Design load_store_unit, sky130hd; sources not shown.
Fig. 1: run 1, placement view
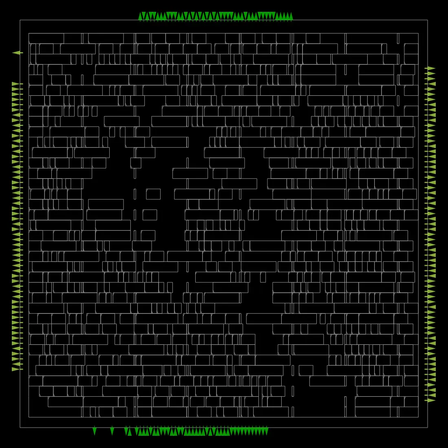
Filler Cells Inserted: 795
count of non-filler cells in the finished layout: 864

Fig. 2: run 1, port wiring
The bar under the picture is 20 um long.
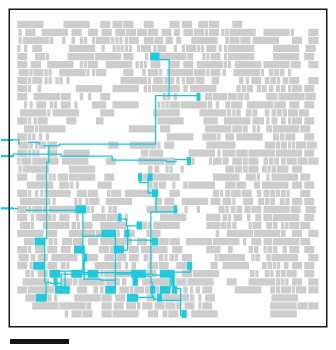
legend:
  funct3:
    color: cyan
    direction: input
    end_cells: 40
    buffers: 4
    wire: 531 um
Top Ports: 208
number of input and output port buffers inserted: 204

Fig. 3: run 1, met2 routing
The bar under the picture is 20 um long.
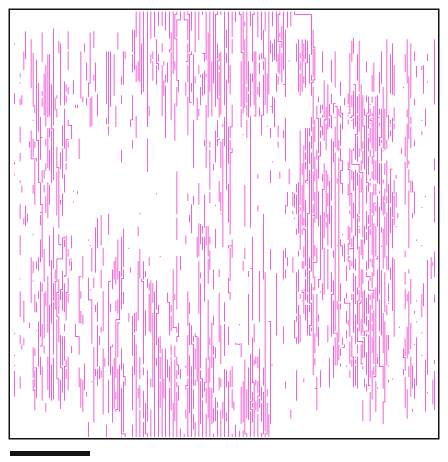
main direction: vertical
share of all routed wire: 48%
nets with wire on the layer: 716
longest straight run: 44.5 um
wire length on this layer: 7020 um
met2 track demand over resource: 0.439
post-detailed-routing wire length: 14700 um
total via count after detailed routing: 4666

Fig. 4: run 1, sequential cells colored by netlist name
Other sequential cells in the stronger gray, the rest of the logic in the fainter gray.
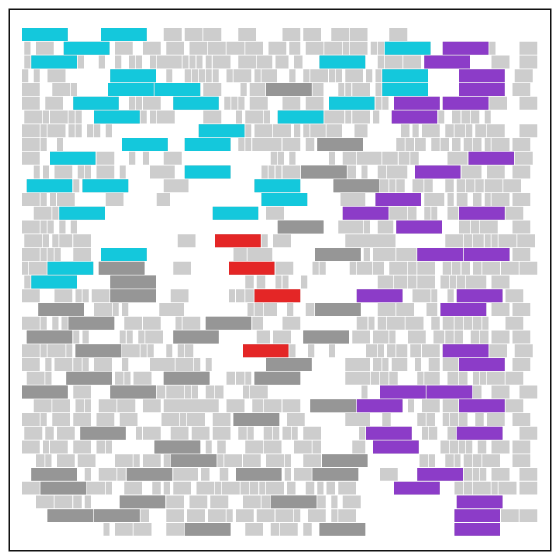
legend:
  mem_be:
    color: red
    flops: 4
    where: middle
  ReadData:
    color: purple
    flops: 32
    where: a vertical strip on the right
  mem_addr:
    color: cyan
    flops: 30
not colored: 40
fraction of standard cell area that is sequential: 0.369
final cell utilization of the core: 0.699
area taken by flip-flops and latches: 0.00265 mm^2
Flop+latch power: 0.802 mW

==> ci_impl_report.md, run 1 <==
## PnR job results

| Metric | Value |
|---|---|
| Class of the tightest hold or removal check | `flip-flop to flip-flop` |
| Instance count on the critical path | `4` |
| Number of DRC violations after detailed routing | `0` |
| Effective utilization at floorplan | `0.473` |
| Register-to-register setup slack | `~7.6 ns` |
| Clock Root Buffer | `clkbuf_8` |
| Most frequent cell on the critical path | `clkdlybuf4s50_1` |
| Worst path top cell family by delay | `buffers and inverters` |
| CTS Buf Count | `9` |
| H-tree depth | `3` |
| Max cap viols | `0` |
| Number of endpoints failing setup at the final stage | `0` |
| Startpoint type of the worst setup path | `input pin` |
| Data required time of the worst path | `around 7 ns` |
| Worst reg-to-reg path cell count | `4` |
| WS Path Type | `input pin to output port` |
| Period utilization | `0.754` |
| Outcome | `completed` |
| Predominant post-synthesis flop cell | `dfrtp_1` |
| Worst relative slew slack | `0.365` |
| Longest Clk Path Bufs | `2` |
| Unique cell types | `37` |
| Clock network power share | `0.129` |
| Leading post-synthesis cells by cell area | `dfrtp_1 (55%), nand2_1 (14%), mux2i_1 (6.4%), o21ai_0 (4.7%), nand3_1 (3.6%)` |
| Maximum number of pins on one net before global-route repair | `just over 90` |
| Die x size | `roughly 110 um` |
| Data arrival time of the critical path | `4.39 ns` |
| Number of hold violations in the final report | `0` |
| TritonCTS clock tree | `yes` |
| GP Congestion | `0.929` |
| Fraction of post-synthesis cell area in the top cell type by area | `0.545` |
| Synthesis-to-finish area growth | `47.7%` |
| Cell Chain, Critical Path | `clkdlybuf4s50_1 -> o21ai_4 -> a21oi_1 -> clkdlybuf4s50_1` |
| Post-synth design cell area | `around 0.0049 mm^2` |
| Total power divided by cell area | `314 mW/mm^2` |
| Number of cell instances after yosys synthesis | `538` |
| Sequential fraction of the synthesis area | `0.545` |
| Relative contribution of sequential cells to total power | `0.356` |
| Overflow after GRT | `0` |
| Proportion of layout cells with a drive suffix above 1 | `0.0468` |
| Routed length per placed instance | `approximately 17 um` |
-- run 1: power groups by stage --
stage / Combinational (mW) / Clock, mW / Sequential, mW
final: 1.16 / 0.290 / 0.802
after global routing: 1.25 / 0.314 / 0.830
after CTS: 1.17 / 0.297 / 0.801
after detailed placement: 1.17 / 0 / 0.808
after global placement: 1.13 / 0 / 0.794
after floorplan: 0.426 / 0 / 0.984
-- run 1: cells in the final DEF, fill, tap and decap left out, drive strengths merged, types with 2 or more instances in the layout --
cell type      instances
clkdlybuf4s50        204
nor2b                  5
a32oi                  5
clkinvlp               2
nand3                 35
mux2i                 31
nor2                  19
buf                    5
conb                   3
a2111oi                2
o21a                   4
clkbuf                13
nand2                181
mux2                   5
a21oi                 27
inv                    5
o21ai                 48
nand2b                 5
or3                    9
dfrtp                106
-- run 1: synth_stat cells (4+ instances only) --
master	number
o21a_1	4
mux2i_1	31
or3_1	9
inv_1	5
mux2_2	5
a32oi_1	5
o21ai_0	46
clkbuf_1	17
dfrtp_1	106
a21oi_1	27
nand2b_1	5
nor2_1	18
nand3_1	35
buf_4	4
buf_2	15
nor2b_1	5
nand2_1	181
-- run 1: routing by layer --
layer	global-route usage	up-vias	wire, um	part of all wire
li1	-	2152	-	-
met1	0.304	2199	5500	0.38
met2	0.439	265	7020	0.48
met3	0.0809	50	1550	0.11
met4	0.133	0	600	0.041
met5	0	-	0	0
-- run 1: tightest hold or removal path, delay by kind of cell, from the launching register on --
kind	cells	cell delay, ns
AND/OR/NAND/NOR	2	0.10
flip-flops	1	0.35
-- run 1: per-stage QoR --
stage                      util  hold slack [ns]  cell area (um^2)  setup WS, ns
final                     0.699            0.383              7190          2.44
after global routing      0.699            0.411              7180          2.38
after CTS                 0.699            0.385              7180          2.44
after detailed placement  0.677            0.362              6960          2.44
after global placement    0.677            0.359              6960          2.46
after floorplan               -            0.437              4870          2.99
-- run 1: logic make-up (layout without fill, tap and decap cells) --
group,after synthesis,in the layout,synth area share
AND-OR/OR-AND,93,93,0.113
buffers and inverters,43,230,0.0417
flip-flops,106,106,0.545
multiplexers,36,36,0.0753
other,1,4,0.000771
AND/OR/NAND/NOR,259,259,0.224
-- run 1: final cells by class --
type / count / area (um^2)
Sequential cell: 106 / 2650
Timing Repair Buffer: 209 / 2080
Fill cell: 795 / 3090
Inverter: 5 / 21.3
Clock inverter: 3 / 45.0
Multi-Input combinational cell: 391 / 2030
Clock buffer: 13 / 179
Tap cell: 136 / 170
Antenna cell: 1 / 2.50
Fig. 5: run 1, wiring by layer
Only two layers are drawn.
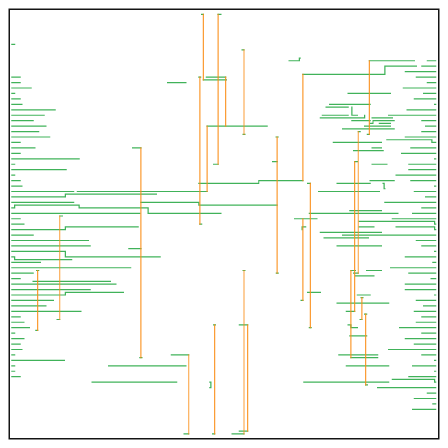

==> run 2, diff against run 1 <==
--- a/config.mk
+++ b/config.mk
@@ -7,9 +7,9 @@
 export LEC_CHECK = 0
 export CAP_MARGIN = 15
 export CORE_MARGIN = 2
-export CORE_UTILIZATION = 46
+export CORE_UTILIZATION = 43
 export DETAILED_ROUTE_END_ITERATION = 8
-export PLACE_DENSITY = 0.94
+export PLACE_DENSITY = 0.89
 export SLEW_MARGIN = 25
 export SYNTH_ARGS = -nofsm -noshare
 export SYNTH_HDL_FRONTEND = slang
==> constraint.sdc (replaced) <==
create_clock -name clk -period 7 [get_ports clk]
set_clock_uncertainty 0.1 [all_clocks]
set_input_delay 2.1 -clock clk [delete_from_list [all_inputs] [get_ports clk]]
set_output_delay 2.1 -clock clk [all_outputs]
set_load 0.02 [all_outputs]
Fig. 6: run 2, wiring by layer
Only two layers are drawn.
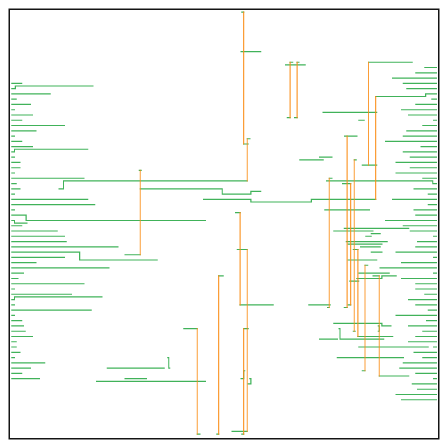
legend:
  met4:
    color: orange
    wire_length: 543 um
  met3:
    color: green
    wire_length: 1400 um
post-detailed-routing wire length: 14600 um
Total GRT Usage: 0.240
total via count after detailed routing: 4593

Fig. 7: run 2, met2 routing
The bar under the picture is 20 um long.
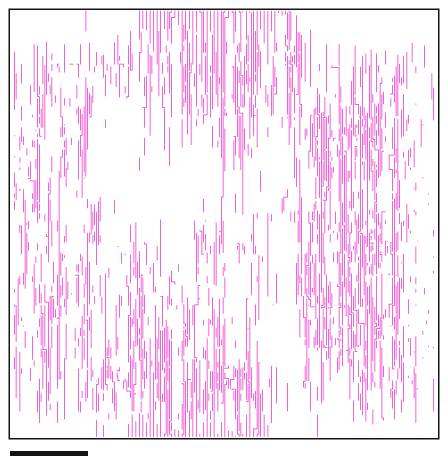
nets with wire on the layer: 712
longest straight run: 53.7 um
share of all routed wire: 47%
wire length on this layer: 6930 um
main direction: vertical
met2 track demand over resource: 0.402

Fig. 8: run 2, sequential cells colored by netlist name
Other sequential cells in the stronger gray, the rest of the logic in the fainter gray.
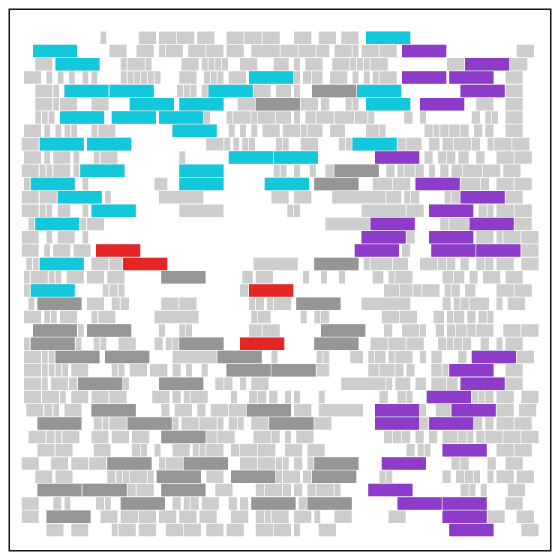
legend:
  ReadData:
    color: purple
    flops: 32
    where: a vertical strip on the right
  mem_addr:
    color: cyan
    flops: 30
  mem_be:
    color: red
    flops: 4
not colored: 40
Flop+latch power: 1.13 mW
fraction of standard cell area that is sequential: 0.366
final cell utilization of the core: 0.663

==> ci_impl_report.md, run 2 <==
## PnR job results

| Metric | Value |
|---|---|
| Proportion of layout cells with a drive suffix above 1 | `0.0440` |
| Post-synth design cell area | `0.00487 mm^2` |
| Most frequent cells in the layout | `clkdlybuf4s50_1 (204), nand2_1 (181), dfrtp_1 (106)` |
| Effective utilization at floorplan | `0.445` |
| Final-layout worst hold slack | `0.379 ns` |
| Worst relative slew slack | `0.359` |
| RSZ-0062 raised after global routing | `no` |
| Routed length per placed instance | `16.8 um` |
| Number of DRC violations after detailed routing | `0` |
| Placed Instance Area | `0.00696 mm^2` |
| Minimum clock period | `5.75 ns` |
| Period utilization | `0.821` |
| GP Congestion | `approximately 0.94` |
| Placed wire-length estimate after detailed placement | `roughly 11000 um` |
| Startpoint type of the worst setup path | `input pin` |
| Synthesis-to-finish area growth | `49.0%` |
| Class of the tightest hold or removal check | `flip-flop to flip-flop` |
| Clock sink count | `106` |
| Clock Root Buffer | `clkbuf_16` |
| Post-CTS setup repair buffer count | `0` |
| Count leader, synth | `nand2_1` |
| WS Path Type | `input pin to output port` |
| Number of hold violations in the final report | `0` |
| Data required time of the worst path | `approximately 4.8 ns` |
| Clk Latency, worst-skew pair | `0.33 ns` |
| Leading post-synthesis cells by instance count | `nand2_1 (181), dfrtp_1 (106), o21ai_0 (46)` |
| H-tree depth | `3` |
| Number of input and output port buffers inserted | `204` |
| Antenna Diode Count | `0` |
| Count of non-filler cells in the finished layout | `around 870` |
| Final cell area excluding filler cells | `0.00725 mm^2` |
| Number of endpoints failing setup at the final stage | `0` |
| Library cell with the largest summed area after synthesis | `dfrtp_1` |
| Commonest non-fill, non-tap cell in the layout | `clkdlybuf4s50_1` |
| Fraction of post-synthesis cell area in the top cell type by area | `0.545` |
| Unique cell types | `37` |
| Floorplan Core Area | `0.0109 mm^2` |
| Number of cell instances after yosys synthesis | `538` |
| Maximum number of pins on one net before global-route repair | `91` |
| Final Max Slew Viols | `0` |
| Setup slack at placement | `1.26 ns` |
| Post-layout net count | `roughly 830` |
| Longest Clk Path Bufs | `2` |
| Predominant post-synthesis flop cell | `dfrtp_1` |
| Total power divided by cell area | `451 mW/mm^2` |
| Static Leakage | `roughly 3.2 nW` |
| Upper clock frequency limit | `0.174 GHz` |
| Number of placed instances, taps included | `851` |
| Max cap viols | `0` |
| Top Ports | `between 200 and 250` |
| TritonCTS clock tree | `yes` |
| DRT iter0 DRCs | `about 330` |
| Data arrival time of the critical path | `3.55 ns` |
| Outcome | `completed` |
| Warning total across the stage logs | `26` |
| Die x size | `about 110 um` |
| Sequential fraction of the synthesis area | `0.545` |
| Fin worst setup slack | `around 1.3 ns` |
| Register-to-register setup slack | `4.79 ns` |
| Overflow after GRT | `0` |
| Share of flip-flops with an asynchronous set or reset after synthesis | `1.00` |
| Total Die Area | `0.0122 mm^2` |
| Antenna violations before repair | `0` |
| CTS Buf Count | `9` |
| Worst reg-to-reg path cell count | `4` |
| Leading post-synthesis cells by cell area | `dfrtp_1 (55%), nand2_1 (14%), mux2i_1 (6.4%), o21ai_0 (4.7%), nand3_1 (3.6%)` |
| Slew @ Worst Pin | `0.962 ns` |
==> run 2: kinds of logic after synthesis <==
family	Yosys count	share of synthesized area
AND-OR/OR-AND	93	0.113
buffers and inverters	43	0.0417
flip-flops	106	0.545
multiplexers	36	0.0753
other	1	0.000771
AND/OR/NAND/NOR	259	0.224
==> run 2: area by class of cell <==
class,count,area (um^2)
clock inverters,5,55.1
flip-flops and latches,106,2650
repair buffers,209,2080
multi-input cells,391,2030
inverters,5,21.3
well taps,140,175
clock buffers,11,233
fillers,900,3690
==> run 2: metrics by stage <==
| stage | power, mW | utilization |
|---|---|---|
| after floorplan | 1.99 | - |
| after global placement | 2.72 | 0.637 |
| after detailed placement | 2.79 | 0.637 |
| after global routing | 3.48 | 0.663 |
| after CTS | 3.29 | 0.663 |
| final | 3.27 | 0.663 |
==> run 2: routing by layer <==
layer	part of all wire	GRT usage	wire (um)	vias up
li1	-	-	-	2156
met1	0.39	0.290	5720	2168
met2	0.47	0.402	6930	230
met3	0.096	0.0694	1400	39
met4	0.037	0.0982	542	0
met5	0	0	0	-
==> run 2: power breakdown <==
group,switching (mW),leakage [nW],internal [mW]
Sequential,0.230,1.29,0.904
Clock,0.214,0.136,0.277
Combinational,0.910,1.80,0.738
Total,1.35,3.23,1.92
==> run 2: worst max-delay path: stages <==
cell and delay (ns):
clkdlybuf4s50_1 0.58, o21ai_4 0.09, a21oi_1 0.14, clkdlybuf4s50_1 0.64
Power is estimated from default activity; no workload was simulated.
